==> config.mk <==
export PLATFORM = sky130hd
export DESIGN_NAME = cam_capture
export DESIGN_NICKNAME = d
export VERILOG_FILES = /design/src/rtl/cam_capture_pkg.sv /design/src/rtl/cam_capture_sync.sv /design/src/rtl/cam_capture.sv
export SDC_FILE = /design/constraint.sdc
export NUM_CORES = 1
export LEC_CHECK = 0
export CAP_MARGIN = 10
export CORE_MARGIN = 2
export CORE_UTILIZATION = 40
export DETAILED_ROUTE_END_ITERATION = 7
export PLACE_DENSITY = 0.7
export SYNTH_ARGS = -nofsm -noshare
export SYNTH_HDL_FRONTEND = slang
export SYNTH_SLANG_ARGS = --single-unit
export TNS_END_PERCENT = 30
==> constraint.sdc <==
create_clock -name sys_clk -period 4.1 [get_ports sys_clk]
set_input_delay 0.41 -clock sys_clk [delete_from_list [all_inputs] [get_ports sys_clk]]
set_output_delay 0.41 -clock sys_clk [all_outputs]
set_load 0.02 [all_outputs]
Fig. 1: run 1, metal layers overlaid
Only two layers are drawn.
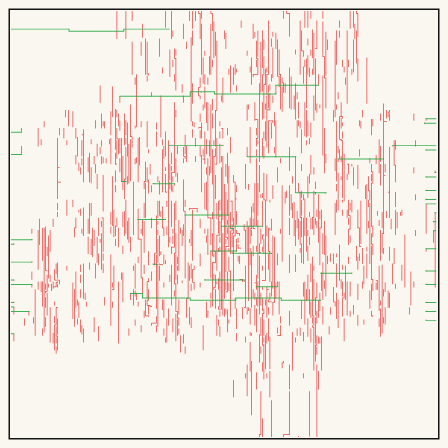
[met2] red | wire length: 5560 um
[met3] green | wire length: 406 um
routed length per instance: 12.71 um
Post-Route WL: 12.28 mm
GRT Total Usage: 15.36%
Vias: 4765

Fig. 2: run 1, metal 1
Supply wires on this layer in grey.
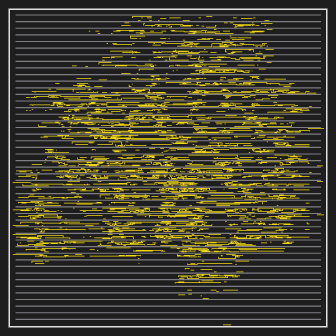
wire length on this layer: 6220 um
share of all routed wire: 51%
main direction: horizontal
met1 Usage GRT: 21.22%

Fig. 3: run 1, I/O nets highlighted
Scale bar: 50 um.
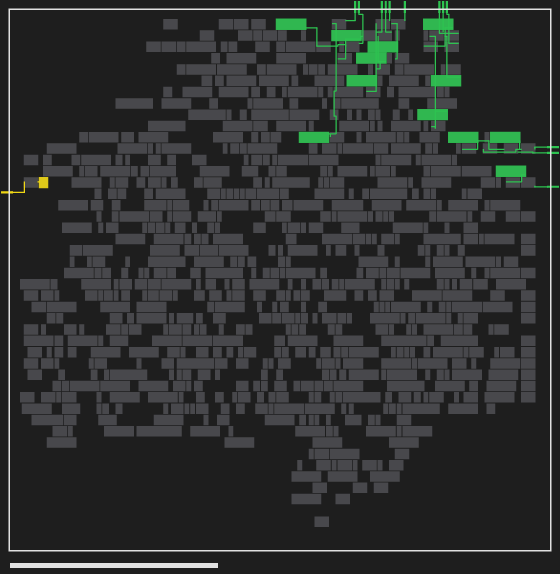
[`wdata`] green | bits: 12 | direction: output | edge: 9 top, 3 right | end cells: 12 | wire: 253 um
[`href_cam`] yellow | bits: 1 | direction: input | edge: left | end cells: 1 | wire: 6.00 um
# port buffers: 55
num ports: 56

==> CHANGELOG.md, run 1 <==
## Implementation

- Status: completed
- # Cells Yosys: 698
- Num Clock Sinks: 158
- Worst Setup Start Kind: register
- Top cells, area: dfxtp_1 50%, mux2i_1 6.2%, nor2_1 5.9%
- Final worst slack: 1482 ps
- CTS Buf Count: 17
- Post-synth ARST share: 0%
- DRT iter0 DRCs: 287
- Crit path max-delay family: simple AND/OR/NAND/NOR gates
- DR pass1 iterations: 4
- Later-pin clock latency in the skew report: 420 ps
- Hold buffers post-CTS: 0
- Antenna cell count: 0
- Clock-pin slew on the worst setup and hold paths: 60 ps
- Register-to-register setup slack: 1480 ps
- DP HPWL: 8.093 mm
- Register area share after synthesis: 49.88%
- Mapped Cells: 698
- Crit Path Category: register to register
- Critical Path Stages: 4
- Die Wd: 129.9 um
- Cell area after placement: 6999 sq um
- Yosys chip area: 6341 sq um
- Final setup fails: 0
- Initial antenna violation count: 0
- Avg Vias per Cell: 4.933
- HP Class: register to register
- Final ANT Viol Nets: 0
- Static leakage: 2.625 nW
- Top FF cell, synth: dfxtp_1
- CP Cell Sequence: nor4bb_1, or3_1, nand2_1, a21oi_1
- Synth Warn #: 0
- H-tree depth: 4
- Post-Synthesis Cell Area: 6341 sq um
- Most common cell after layout, fill and taps aside: dfxtp_1
- Largest net degree at the start of global routing: 98
- Sum Neg Setup Slack: 0 ps
- First-pass GRT wire length: 20.79 mm
- Hold Path Depth: 1
- Max-capacitance violation count: 0
- Final global-route overflow total: 0
- Post-synth EDFFs: 0
- Dominant cell area share: 49.88%
- Critical Path Max Stage Delay: 940 ps
- Most common logic cells in the final layout: 157 x dfxtp_1, 100 x nor2_1, 93 x nand2_1, 54 x clkdlybuf4s50_1, 50 x a21oi_1
- Syn-to-layout area delta: 19.67%
- Fin. max-slew vios: 0
## run 1: report_power, final
part / leakage (nW) / internal, W / switching, W
clock: 0.284 / 0.000933 / 0.000626
combinational: 1.06 / 0.0000214 / 0.0000331
sequential: 1.28 / 0.00155 / 0.00000621
total: 2.63 / 0.00250 / 0.000665
## run 1: cell type report
cell class,count,area share (%)
sequential,158,41.70
timing repair buffer,59,7.584
inverter,6,0.2968
clock inverter,12,1.748
multi-input combinational,495,39.09
tap,216,3.561
clock buffer,20,6.018
## run 1: synth_stat cells (13+ instances only)
master / number
dfxtp_1: 158
nor2_1: 100
nand2_1: 93
a21oi_1: 50
mux2i_1: 39
xor2_1: 30
nor2b_1: 26
clkbuf_1: 19
nand3_1: 19
nand4_1: 17
o21ai_0: 14
xnor2_1: 14
buf_2: 13
nor3_1: 13
## run 1: kinds of logic after synthesis
family	count (synthesis)	share of synthesized area (%)
AND/OR/NAND/NOR	313	24.33
flip-flops	158	49.88
AND-OR/OR-AND	92	8.840
buffers and inverters	45	3.335
XOR/XNOR	44	6.077
multiplexers	39	6.156
adder cells (fa/ha/maj)	7	1.381
## run 1: per-layer routing
metal / vias up / GRT usage [%] / wire length, um
met1: 2238 / 21.22 / 6224
met2: 70 / 23.56 / 5558
met3: 7 / 4.592 / 406
met4: 0 / 3.985 / 87
li1: 2450 / - / -
met5: - / 0 / 0
## run 1: stage by stage
stage	power, W	hold slack (ps)	instances	utilization [%]
finish	0.003168	431.2	966	48.30
global route	0.003273	449.1	966	48.30
CTS	0.003203	437.3	966	48.30
detailed placement	0.001644	424.7	934	44.55
global placement	0.001644	422.0	934	44.55
floorplan	0.001623	413.8	698	-
## run 1: worst register-to-register path, stage by stage (launching register included)
cell and delay, ps:
dfxtp_1 330, nor4bb_1 930, or3_1 950, nand2_1 160
a21oi_1 170
Fig. 4: run 1, a small window of the routed layout
Scale bar: 10 um. Region (50, 50) to (80, 80) um. Cells in grey, sequential cells in the stronger grey; small squares are vias.
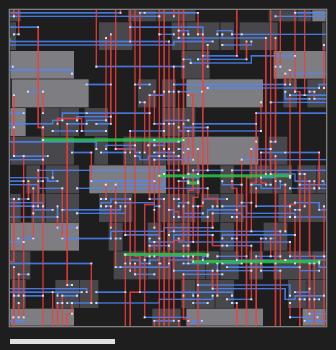

## Run 2: what changed since run 1
--- a/config.mk
+++ b/config.mk
@@ -9,7 +9,7 @@
 export CORE_MARGIN = 2
 export CORE_UTILIZATION = 40
 export DETAILED_ROUTE_END_ITERATION = 7
-export PLACE_DENSITY = 0.7
+export PLACE_DENSITY = 0.72
 export SYNTH_ARGS = -nofsm -noshare
 export SYNTH_HDL_FRONTEND = slang
 export SYNTH_SLANG_ARGS = --single-unit
==> constraint.sdc (replaced) <==
create_clock -name sys_clk -period 2.25 [get_ports sys_clk]
set_input_delay 0.225 -clock sys_clk [delete_from_list [all_inputs] [get_ports sys_clk]]
set_output_delay 0.225 -clock sys_clk [all_outputs]
set_load 0.02 [all_outputs]
Fig. 5: run 2, a small window of the routed layout
Scale bar: 10 um. Region (50, 50) to (80, 80) um. Cells in grey, sequential cells in the stronger grey; small squares are vias.
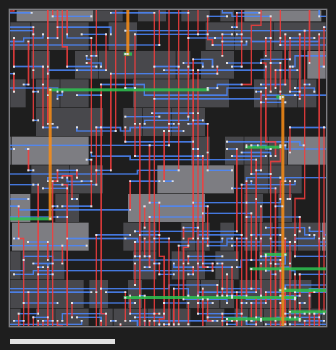
[met2] red
[met3] green
[met1] blue
[met4] orange
most frequent: nor2_1 (11)
cells with their middle in the window: 75
sequential cells in the window: 4

Fig. 6: run 2, clock nets
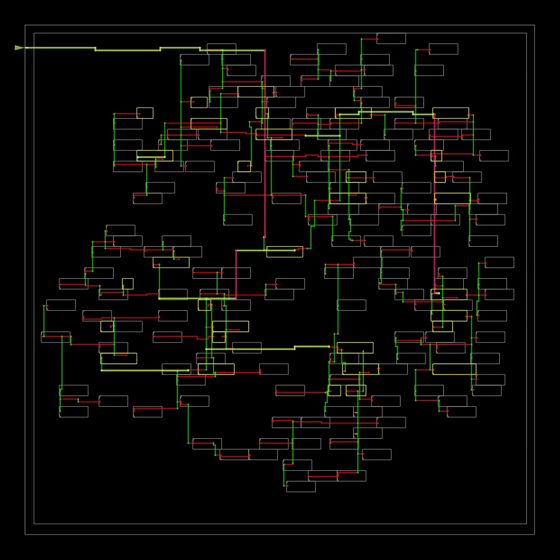
CTS Buf Count: 17
Flops: 158
CLK BUF: 20
clock network power: 0.00282 W

==> run 2 against run 1 <==
  * Core utilization is 0.72 points higher
  * Clock power is 81% higher
  * Combinational power is 96% higher
  * Worst hold slack worse by 130 ps
  * Sequential power is 83% higher
  * Critical path type unchanged
  * Synthesized cell count stayed put
  * Largest power group is now registers
  * Sequential share of layout area is 0.61 points lower
  * Fmax is 34% higher
  * Critical path depth is 5 higher
  * Worst setup slack worse by 1200 ps
  * Cell count is 1.1% higher
  * Highest routed layer unchanged
==> CHANGELOG.md, run 2 <==
## Implementation

- Top FF cell, synth: dfxtp_1
- Hold Path Depth: 4 (+3)
- Final global-route overflow total: 0 (unchanged)
- First-pass GRT wire length: 21.41 mm (+3.0%)
- Fin util: 49.01% (+0.72 points)
- Register-to-register setup slack: 290 ps (-1190 ps)
- # port buffers: 55 (unchanged)
- Most common logic cells in the final layout: 157 x dfxtp_1, 100 x nor2_1, 93 x nand2_1, 54 x clkdlybuf4s50_1, 50 x a21oi_1
- Post-Synthesis Cell Area: 6341 sq um (unchanged)
- Dominant cell area share: 49.88% (unchanged)
- Synth Warn #: 0 (unchanged)
- Most common cell after layout, fill and taps aside: dfxtp_1
- Largest net degree at the start of global routing: 98 (unchanged)
- Later-pin clock latency in the skew report: 420 ps (about the same)
- # Cells Yosys: 698 (unchanged)
- Most frequent cell after synthesis: dfxtp_1
- Simple-Gate Fraction of Synth Area: 24.33% (unchanged)
- Hold buffers post-CTS: 0 (unchanged)
- Post-synth ARST share: 0% (unchanged)
- Fin. max-slew vios: 0 (unchanged)
- Max-capacitance violation count: 0 (unchanged)
- Die Wd: 129.9 um (unchanged)
- Status: completed
- DP HPWL: 8.097 mm (about the same)
- Crit Path Category: register to register
- DRT iter0 DRCs: 390 (+36%)
- Top cells, area: dfxtp_1 50%, mux2i_1 6.2%, nor2_1 5.9%
- Final std cells w/o fill: 977 (+1.1%)
-- run 2: cell counts after synthesis --
No cell type changed its count.
-- run 2: logic make-up after synthesis --
| kind of cell | count (synthesis) |
|---|---|
| xor gates and xnor gates | 44 |
| buffers and inverters | 45 |
| AOI/OAI and AO/OA | 92 |
| and+or+nand+nor | 313 |
| adders and majority gates | 7 |
| DFF | 158 |
| muxes | 39 |
-- run 2: area by class of cell --
type / instances / share of cell area [%]
sequential: 158 / 41.09
multi-input combinational: 495 / 38.52
timing repair buffer: 70 / 8.871
clock buffer: 20 / 6.060
tap: 216 / 3.509
clock inverter: 12 / 1.657
inverter: 6 / 0.2924
-- run 2: stage by stage --
| step | hold WS, ps | instance area (sq um) | power, W |
|---|---|---|---|
| final | 299.3 | 7701 | 0.005756 |
| after global routing | 320.3 | 7701 | 0.005982 |
| after CTS | 279.7 | 7701 | 0.005824 |
| after detailed placement | 420.4 | 7107 | 0.003001 |
| after global placement | 418.3 | 7107 | 0.003001 |
| after floorplan | 353.2 | 6341 | 0.002958 |
-- run 2: worst max-delay path, cell delays in order (launching register included) --
cell     delay (ps)
dfxtp_1         370
inv_1            80
ha_1            190
nor4b_2         170
nand3_1         130
o22ai_1         130
buf_12          180
nor4b_1         350
and3_1          210
nor3_1           50
-- run 2: power breakdown --
group          internal, W  total (W)  switching, W
Sequential         0.00282    0.00283     0.0000104
Combinational    0.0000447   0.000107     0.0000623
Clock              0.00164    0.00282       0.00118
Total              0.00450    0.00576       0.00125
-- run 2: per-layer routing --
layer	vias to the layer above	wire length (um)	GRT usage, %
met4	0	131	6.831
met3	9	446	3.485
met2	85	5637	24.30
met1	2205	6082	21.40
li1	2485	-	-
met5	-	0	0
Power is estimated from default activity; no workload was simulated.
